[src/rtl/qar_mem_arbiter.sv]
// rtl/qar_mem_arbiter.sv - shares one memory port between QAR-Core fetch and data requesters
// Optional feature macro: QAR_ARB_ROUND_ROBIN_EN (strict alternation instead of data priority)
module qar_mem_arbiter #(
    parameter int                    ADDR_WIDTH = 32,
    parameter int                    DATA_WIDTH = 32,
    parameter int                    MAX_IWAIT  = 4,
    parameter int                    TIMEOUT    = 255,
    parameter logic [DATA_WIDTH-1:0] ERR_RDATA  = 'h0000_0013
) (
    input  logic                  clk,
    input  logic                  rst,
    input  logic                  imem_valid,
    input  logic [ADDR_WIDTH-1:0] imem_addr,
    output logic                  imem_ready,
    output logic [DATA_WIDTH-1:0] imem_rdata,
    input  logic                  mem_valid,
    input  logic                  mem_we,
    input  logic [ADDR_WIDTH-1:0] mem_addr,
    input  logic [DATA_WIDTH-1:0] mem_wdata,
    output logic                  mem_ready,
    output logic [DATA_WIDTH-1:0] mem_rdata,
    output logic                  ext_valid,
    output logic                  ext_we,
    output logic [ADDR_WIDTH-1:0] ext_addr,
    output logic [DATA_WIDTH-1:0] ext_wdata,
    input  logic                  ext_ready,
    input  logic [DATA_WIDTH-1:0] ext_rdata,
    output logic                  owner_d,
    output logic                  bus_err
);

    typedef enum logic [1:0] {
        S_IDLE  = 2'd0,
        S_ISSUE = 2'd1,
        S_RESP  = 2'd2
    } state_t;

    // Last ISSUE cycle count before the access is abandoned.
    localparam logic [7:0] TMO_LAST = 8'(TIMEOUT - 1);

    state_t     r_state;
    logic [7:0] r_timer;
    logic       w_any_req;
    logic       w_grant_d;

    assign w_any_req = imem_valid | mem_valid;

`ifdef QAR_ARB_ROUND_ROBIN_EN
    // Alternate on contention: data wins only if the previous owner was instruction.
    always_comb begin
        w_grant_d = mem_valid & (~imem_valid | ~owner_d);
    end
`else
    localparam logic [3:0] IWAIT_MAX = 4'(MAX_IWAIT);

    logic [3:0] r_iwait;

    // Data wins unless a waiting fetch has already been passed over MAX_IWAIT times.
    always_comb begin
        w_grant_d = mem_valid & ~(imem_valid & (r_iwait == IWAIT_MAX));
    end

    // Count data grants that overtook a pending fetch; any fetch grant clears it.
    always_ff @(posedge clk or posedge rst) begin
        if (rst) begin
            r_iwait <= '0;
        end else if ((r_state == S_IDLE) && w_any_req) begin
            if (!w_grant_d) begin
                r_iwait <= '0;
            end else if (imem_valid && (r_iwait != IWAIT_MAX)) begin
                r_iwait <= r_iwait + 4'd1;
            end
        end
    end
`endif

    // Transaction FSM: latch winner, hold request until slave completes or timer expires, pulse ready.
    always_ff @(posedge clk or posedge rst) begin
        if (rst) begin
            r_state    <= S_IDLE;
            r_timer    <= '0;
            ext_valid  <= 1'b0;
            ext_we     <= 1'b0;
            ext_addr   <= '0;
            ext_wdata  <= '0;
            imem_ready <= 1'b0;
            mem_ready  <= 1'b0;
            imem_rdata <= '0;
            mem_rdata  <= '0;
            owner_d    <= 1'b0;
            bus_err    <= 1'b0;
        end else begin
            imem_ready <= 1'b0;
            mem_ready  <= 1'b0;
            case (r_state)
                S_IDLE: begin
                    if (w_any_req) begin
                        owner_d   <= w_grant_d;
                        ext_valid <= 1'b1;
                        ext_we    <= w_grant_d & mem_we;
                        ext_addr  <= w_grant_d ? mem_addr : imem_addr;
                        ext_wdata <= w_grant_d ? mem_wdata : '0;
                        r_timer   <= '0;
                        r_state   <= S_ISSUE;
                    end
                end
                S_ISSUE: begin
                    if (ext_ready || (r_timer == TMO_LAST)) begin
                        // A late completion still wins over the timeout in the same cycle.
                        if (owner_d) begin
                            mem_rdata <= ext_ready ? ext_rdata : ERR_RDATA;
                            mem_ready <= 1'b1;
                        end else begin
                            imem_rdata <= ext_ready ? ext_rdata : ERR_RDATA;
                            imem_ready <= 1'b1;
                        end
                        if (!ext_ready) begin
                            bus_err <= 1'b1;
                        end
                        ext_valid <= 1'b0;
                        r_state   <= S_RESP;
                    end else begin
                        r_timer <= r_timer + 8'd1;
                    end
                end
                S_RESP: begin
                    r_timer <= '0;
                    r_state <= S_IDLE;
                end
                default: begin
                    r_state <= S_IDLE;
                end
            endcase
        end
    end

endmodule

[config.mk]
export PLATFORM = sky130hd
export DESIGN_NAME = qar_mem_arbiter
export DESIGN_NICKNAME = d
export VERILOG_FILES = /design/src/rtl/qar_mem_arbiter.sv
export SDC_FILE = /design/constraint.sdc
export NUM_CORES = 1
export LEC_CHECK = 0
export CAP_MARGIN = 30
export CORE_MARGIN = 2
export CORE_UTILIZATION = 45
export DETAILED_ROUTE_END_ITERATION = 16
export GPL_TIMING_DRIVEN = 0
export PLACE_DENSITY = 0.93
export SYNTH_ARGS = -nofsm -noshare
export SYNTH_HDL_FRONTEND = slang
export SYNTH_SLANG_ARGS = --single-unit
[constraint.sdc]
create_clock -name clk -period 11.3 [get_ports clk]
set_input_delay 2.825 -clock clk [delete_from_list [all_inputs] [get_ports clk]]
set_output_delay 2.825 -clock clk [all_outputs]
set_load 0.01 [all_outputs]
==> flow_summary.yaml, run 1 <==
# generated from flow reports
detailed_routing:
  remaining_drc_errors: 0
  routedWlPerCell_um: 18.3
critical_path:
  worstSetupEndpointType: "flop"
  r2r_end: "ext_wdata[26]"
  critPathLaunch: "imem_valid"
  worstSetupPathType: "input port to flop"
  reg2reg_depth: 7
yosys:
  postSynth.asyncResetShare_pct: 100
  syn-num-nets: 627
power_and_ir_drop:
  p_leak_nw: 4.11
grt:
  globalRouteOverflowTotal: 0
job:
  drv_cap: 0
  warning_count: 28
run_status:
  outcome: "completed"
cells_and_area:
  fin_util_pct: 72.2
  final_cell_mix: "266 x clkdlybuf4s50_1, 148 x dfrtp_1, 70 x nand2_1"
clocking:
  clkLatencyLatePin_ps: 410
  htreeDepth: 4
place:
  portBuffers: 266
sta:
  rsz0062_at_grt: "false"
## run 1: final cells by class
class                      instances  area, µm²  share of cell area, %
sequential                       148       3700                   39.0
timing repair buffer             267       2690                   28.4
multi-input combinational        294       2070                   21.8
clock buffer                      20        467                   4.92
tap                              176        220                   2.32
buffer                            40        186                   1.97
clock inverter                    12        120                   1.27
inverter                           7       32.5                  0.343
## run 1: worst max-delay path, cell delays in order
cell and delay, ps:
clkdlybuf4s50_1 520, o21ai_1 740, clkbuf_1 420, o21ai_0 180
## run 1: cells by family after synthesis
logic type / after synthesis / share of synthesized area (%)
AND-OR/OR-AND: 158 / 20.8
flip-flops: 148 / 61.9
AND/OR/NAND/NOR: 97 / 7.07
buffers and inverters: 47 / 3.58
multiplexers: 34 / 5.69
adder cells (fa/ha/maj): 4 / 0.836
XOR/XNOR: 1 / 0.146
## run 1: metrics by stage
step / instance area, µm² / setup slack (ps)
2_1_floorplan: 5980 / 4500
3_3_place_gp: 8870 / 2840
3_5_place_dp: 8900 / 6340
4_1_cts: 9490 / 6800
5_1_grt: 9490 / 6700
6_report: 9490 / 6870
## run 1: routing by layer
metal	global-route usage [%]	wire length, µm	part of all wire [%]
met1	29.5	6720	38
met2	45.4	9270	52
met3	6.37	1260	7.1
met4	10.9	437	2.5
met5	0	0	0
## run 1: flip-flops by register name (all words and copies together), names as in the netlist, 2 cells and up
name / count
r_iwait: 4
imem_rdata: 32
ext_addr: 32
r_timer: 8
r_state: 2
ext_wdata: 32
mem_rdata: 32
## run 1: report_power, final
group          leakage, nW  total, mW  internal (mW)  switching (mW)
clock                0.284      0.544          0.324           0.221
combinational         1.97       1.09          0.602           0.492
sequential            1.86      0.922          0.762           0.160
## run 1: cell usage after synthesis, types with 3 or more instances
master     number
a21o_1          3
a21oi_1         7
a22o_1         33
a2bb2oi_1       3
a32o_1         30
and3_1          4
buf_2           8
buf_4           5
clkbuf_1       26
dfrtp_1       148
ha_1            4
inv_1           6
mux2i_1        34
nand2_1        70
nand3_1         4
nor2_1          7
nor3_1          3
o21a_1          3
o21ai_0        36
o2bb2ai_1      29
o32a_2          3
## run 1: how the worst max path moves through the flow
stage	end	slack, ps	cells after the start
floorplan	bus_err	4500	1
global placement	imem_rdata[27]	2840	2
detailed placement	ext_addr[30]	6340	4
CTS	ext_addr[30]	6800	4
global route	ext_valid	6700	4
finish	ext_addr[30]	6870	4
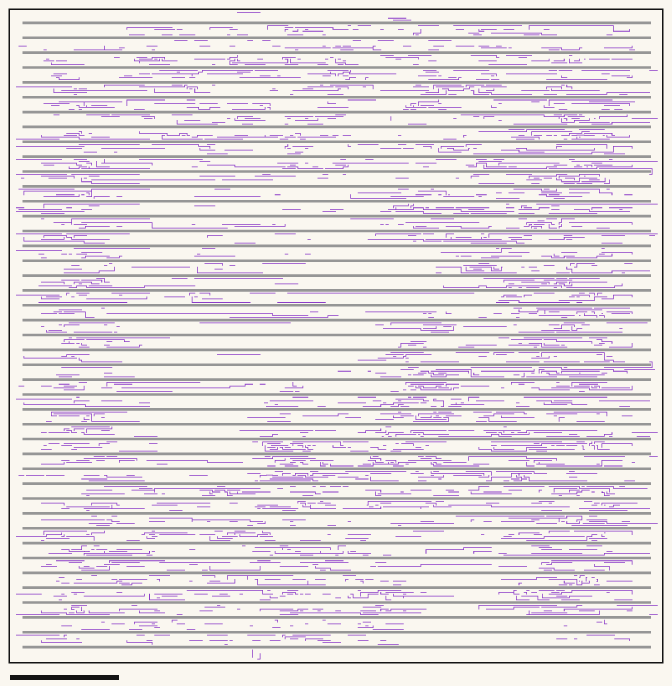
**Above:** run 1 (signal wires on met1).
Scale bar: 20 µm. Supply wires on this layer in gray.
nets with wire on the layer	765
main direction	horizontal
longest straight run	34.0 µm
wire length on this layer	6720 µm

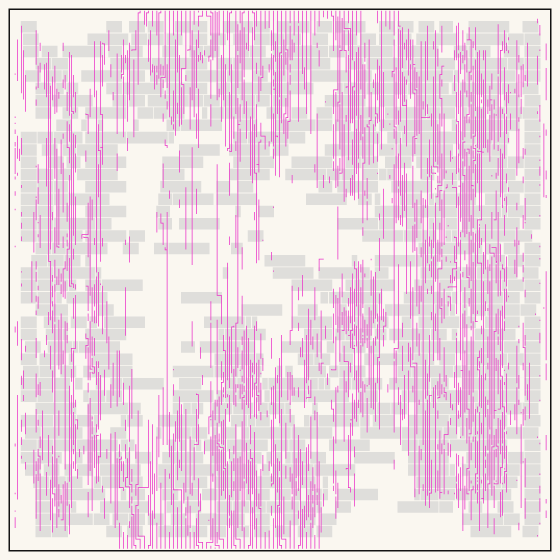
**Above:** run 1 (metal 2).
Cells faint in the background.
main direction	vertical
longest straight run	54.4 µm

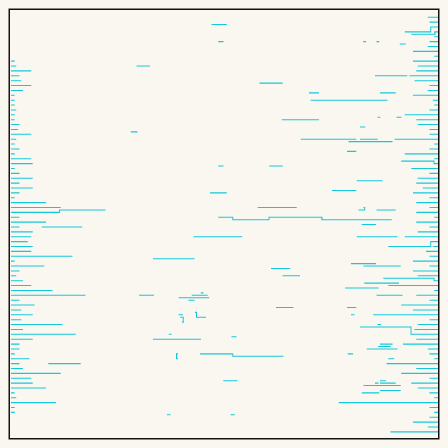
**Above:** run 1 (the metal 3 layer).
main direction	horizontal
longest straight run	27.4 µm
wire length on this layer	1260 µm
share of all routed wire	7.1%
nets with wire on the layer	203

**Run 1: the metal 4 layer**

Scale bar: 20 µm. Supply wires on this layer in gray.
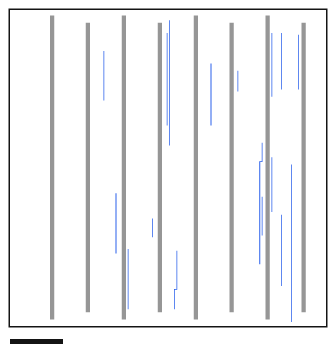

==> run 2, diff against run 1 <==
Settings changed: CORE_UTILIZATION 45 to 38, PLACE_DENSITY 0.93 to 0.84.
Clock period 11.3 ns to 3.9 ns, I/O delays scaled along.
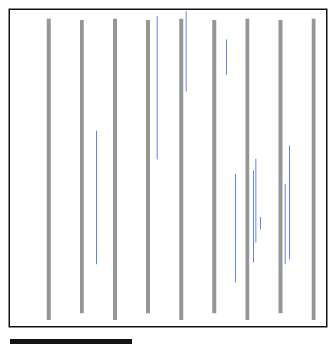
**Above:** run 2 (the metal 4 layer).
Scale bar: 50 µm. Supply wires on this layer in gray.
main direction	vertical
nets with wire on the layer	8
longest straight run	58.5 µm
share of all routed wire	2.0%

==> run 2 against run 1 <==
Final area is 0.69% higher. Critical path type unchanged. Critical endpoint is now ext_addr[6]. Non-clock buffer count is 3 higher. Flip-flop count stayed put. Largest cell class unchanged. Sequential power went up to 2.8 times the previous value.
==> flow_summary.yaml, run 2 <==
# generated from flow reports
place:
  postPlaceCellArea_um2: 8980
  portBuffers: 266
clocking:
  ctsHoldBuffers: 0
  clkLatencyLatePin_ps: 420
  htreeDepth: 4
yosys:
  syn-num-nets: 627
  synth.cells.most_frequent: "148 x dfrtp_1, 70 x nand2_1, 36 x o21ai_0"
  postSynth.asyncResetShare_pct: 100
  yosysMostFrequentCell: "dfrtp_1"
  yosysTopAreaCellShare_pct: 61.9
sta:
  setup_tns_ps: 0
  rsz0062_at_grt: "false"
critical_path:
  worstSetupEndpointType: "flop"
  reg2reg_depth: 7
  worstSetupPathType: "input port to flop"
cells_and_area:
  final_cell_mix: "266 x clkdlybuf4s50_1, 148 x dfrtp_1, 70 x nand2_1"
  fin_nets: 916
  post-route-cell-area_um2: 9550
detailed_routing:
  drtAntennaViolNets: 0
  remaining_drc_errors: 0
  routedWlPerCell_um: 17.8
  routed_wirelength_mm: 17.8
hold_path:
  min_path_cells: 1
power_and_ir_drop:
  ir_drop_mv: 0.354
  power_density_nw_per_um2: 776
  p_leak_nw: 4.11
job:
  drv_cap: 0
  warning_count: 28
run_status:
  outcome: "completed"
grt:
  globalRouteOverflowTotal: 0
  grt_pass1_wl_mm: 28.0
[run 2: cell counts after synthesis]
Identical to the previous run, type by type.
[run 2: where the power goes]
part / total, mW / internal (mW) / switching (mW) / leakage (nW)
clock: 1.59 / 0.954 / 0.636 / 0.268
combinational: 3.20 / 1.75 / 1.44 / 1.98
sequential: 2.62 / 2.21 / 0.416 / 1.86
[run 2: path summary, 6_finish.rpt]
kind                       slack, ps             end  startpoint
hold reg to reg                  470         bus_err     bus_err
setup reg to reg                1890    ext_wdata[5]  r_iwait[0]
hold / removal                   470         bus_err     bus_err
min in group asynchronous       1020   ext_wdata[28]         rst
max in group asynchronous       2230  imem_rdata[23]         rst
setup / recovery                1410     ext_addr[6]  imem_valid
[run 2: cells by family after synthesis]
group | after synthesis | synth area share [%]
AND-OR/OR-AND | 158 | 20.8
XOR/XNOR | 1 | 0.146
adder cells (fa/ha/maj) | 4 | 0.836
buffers and inverters | 47 | 3.58
flip-flops | 148 | 61.9
multiplexers | 34 | 5.69
AND/OR/NAND/NOR | 97 | 7.07
[run 2: final cells by class]
cell class	count	area [µm²]
flip-flops and latches	148	3700
clock inverters	11	126
well taps	211	264
multi-input cells	294	2070
fillers	1233	5760
repair buffers	270	2730
plain buffers	40	186
clock buffers	19	443
inverters	7	31.3
[run 2: through the flow]
stage | utilization, % | power (mW) | setup slack (ps)
after floorplan | - | 3.99 | 1060
after global placement | 58.2 | 5.75 | -189
after detailed placement | 58.7 | 5.85 | 967
after CTS | 62.4 | 7.47 | 1410
after global routing | 62.4 | 7.86 | 1280
final | 62.4 | 7.41 | 1410
[run 2: metal layers]
| metal | track usage, % | wire length, µm |
|---|---|---|
| met4 | 8.22 | 359 |
| met2 | 35.8 | 8650 |
| met1 | 26.0 | 7000 |
| met3 | 8.09 | 1770 |
| met5 | 0 | 0 |
[run 2: critical path: stages]
cell and delay, ps:
clkdlybuf4s50_1 580, nand4b_1 150, nand2_1 320, buf_2 370, mux2i_1 240, o21ai_0 120
**Run 2: routing congestion map**

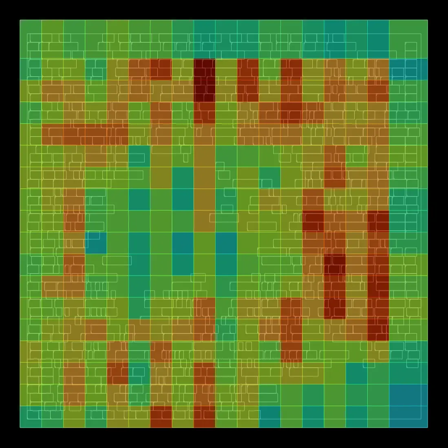

==> run 3, diff against run 2 <==
Settings changed: CORE_UTILIZATION 38 to 42, PLACE_DENSITY 0.84 to 0.88.
Clock period 3.9 ns to 2.4 ns, I/O delays scaled along.
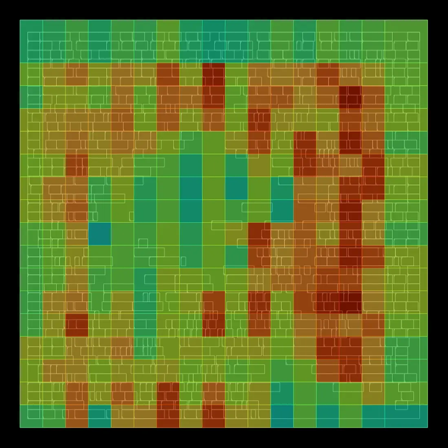
**Above:** run 3 (routing congestion map).
met2 track demand over resource: 41.8%
All-Layer GR Usage: 24.1%

==> run 3 against run 2 <==
Clock-buffer cell count fell by 1. Cell count down 3.2%. First-iteration DRC count is 16% higher. Clock power rose by 75%. Flip-flop count unchanged. Final area is essentially flat. Largest power group unchanged. Clock skew down 1.2 ps. Highest routed layer unchanged. Wire length up 1.8%. Die size is 9.2% lower. Via count is 2.9% higher.
==> flow_summary.yaml, run 3 <==
# generated from flow reports
run_status:
  outcome: "completed"
sta:
  tightest_slew_ps: 843
  setup_tns_ps: 0
  layout_setup_ws_ps: 208
  rsz0062_at_grt: "false"
job:
  warning_count: 29
  drv_cap: 0
power_and_ir_drop:
  p_leak_nw: 4.13
  power_density_nw_per_um2: 1290
cells_and_area:
  post-route-cell-area_um2: 9560
  fin_util_pct: 68.8
  seq_area_um2: 3700
  final_cell_mix: "266 x clkdlybuf4s50_1, 148 x dfrtp_1, 70 x nand2_1"
  comb_area_um2: 2070
  fill_cells: 937
critical_path:
  worstSetupPathType: "input port to flop"
  path_cells: "clkdlybuf4s50_1, o21ai_1, clkbuf_1, o21ai_0"
  max_stage_delay_ps: 710
  worstSetupEndpointType: "flop"
  reg2reg_depth: 7
detailed_routing:
  routedWlPerCell_um: 18.7
  drtAntennaViolNets: 0
  routed_wirelength_mm: 18.1
  remaining_drc_errors: 0
place:
  portBuffers: 266
  post-place-ws_ps: -249
  postPlaceCellArea_um2: 8940
hold_path:
  min_path_cells: 2
  hp-class: "flop to flop"
clocking:
  htreeDepth: 4
  post_cts_resized: 0
  clkLatencyLatePin_ps: 420
yosys:
  yosysTopAreaCellShare_pct: 61.9
  synth.cells.most_frequent: "148 x dfrtp_1, 70 x nand2_1, 36 x o21ai_0"
  postSynth.asyncResetShare_pct: 100
  yosysMostFrequentCell: "dfrtp_1"
  syn-num-nets: 627
grt:
  globalRouteOverflowTotal: 0
  grt_pass1_wl_mm: 28.0
## run 3: cell counts after synthesis
No cell type changed its count.
## run 3: where the power goes
| group | switching (mW) | internal (mW) |
|---|---|---|
| combinational | 2.35 | 2.84 |
| clock | 1.03 | 1.76 |
| sequential | 0.715 | 3.59 |
## run 3: worst paths after layout
| kind | from | to | slack [ps] |
|---|---|---|---|
| setup reg to reg | r_iwait[0] | ext_wdata[25] | 380 |
| hold reg to reg | ext_addr[1] | ext_addr[1] | 480 |
| setup / recovery | imem_valid | ext_addr[30] | 210 |
| hold / removal | ext_addr[1] | ext_addr[1] | 480 |
| max in group asynchronous | rst | r_iwait[0] | 870 |
| min in group asynchronous | rst | mem_rdata[3] | 610 |
## run 3: cells by family (layout without fill, tap and decap cells)
family,count (synthesis),after routing,synth area share (%)
compound gates,158,158,20.8
flops,148,148,61.9
simple gates,97,97,7.07
buf+inv,47,346,3.58
mux,34,34,5.69
fa+ha+maj,4,4,0.836
xor+xnor,1,1,0.146
## run 3: critical path, delay by kind of cell
family	cells	cell delay, ps
compound gates	2	880
buf+inv	2	980
## run 3: layout make-up
type	count	area share [%]
inverters	7	0.327
clock buffers	18	4.60
multi-input cells	294	21.6
clock inverters	12	1.89
flip-flops and latches	148	38.8
well taps	180	2.36
repair buffers	269	28.5
plain buffers	40	1.95
## run 3: routing by layer
layer	wire, µm	vias to the layer above	part of all wire (%)	GRT usage, %
met5	0	-	0	0
met4	276	0	1.5	8.24
met3	1570	20	8.7	7.15
met2	9320	262	52	41.8
met1	6930	2624	38	28.5
li1	-	2385	-	-
Power is estimated from default activity; no workload was simulated.
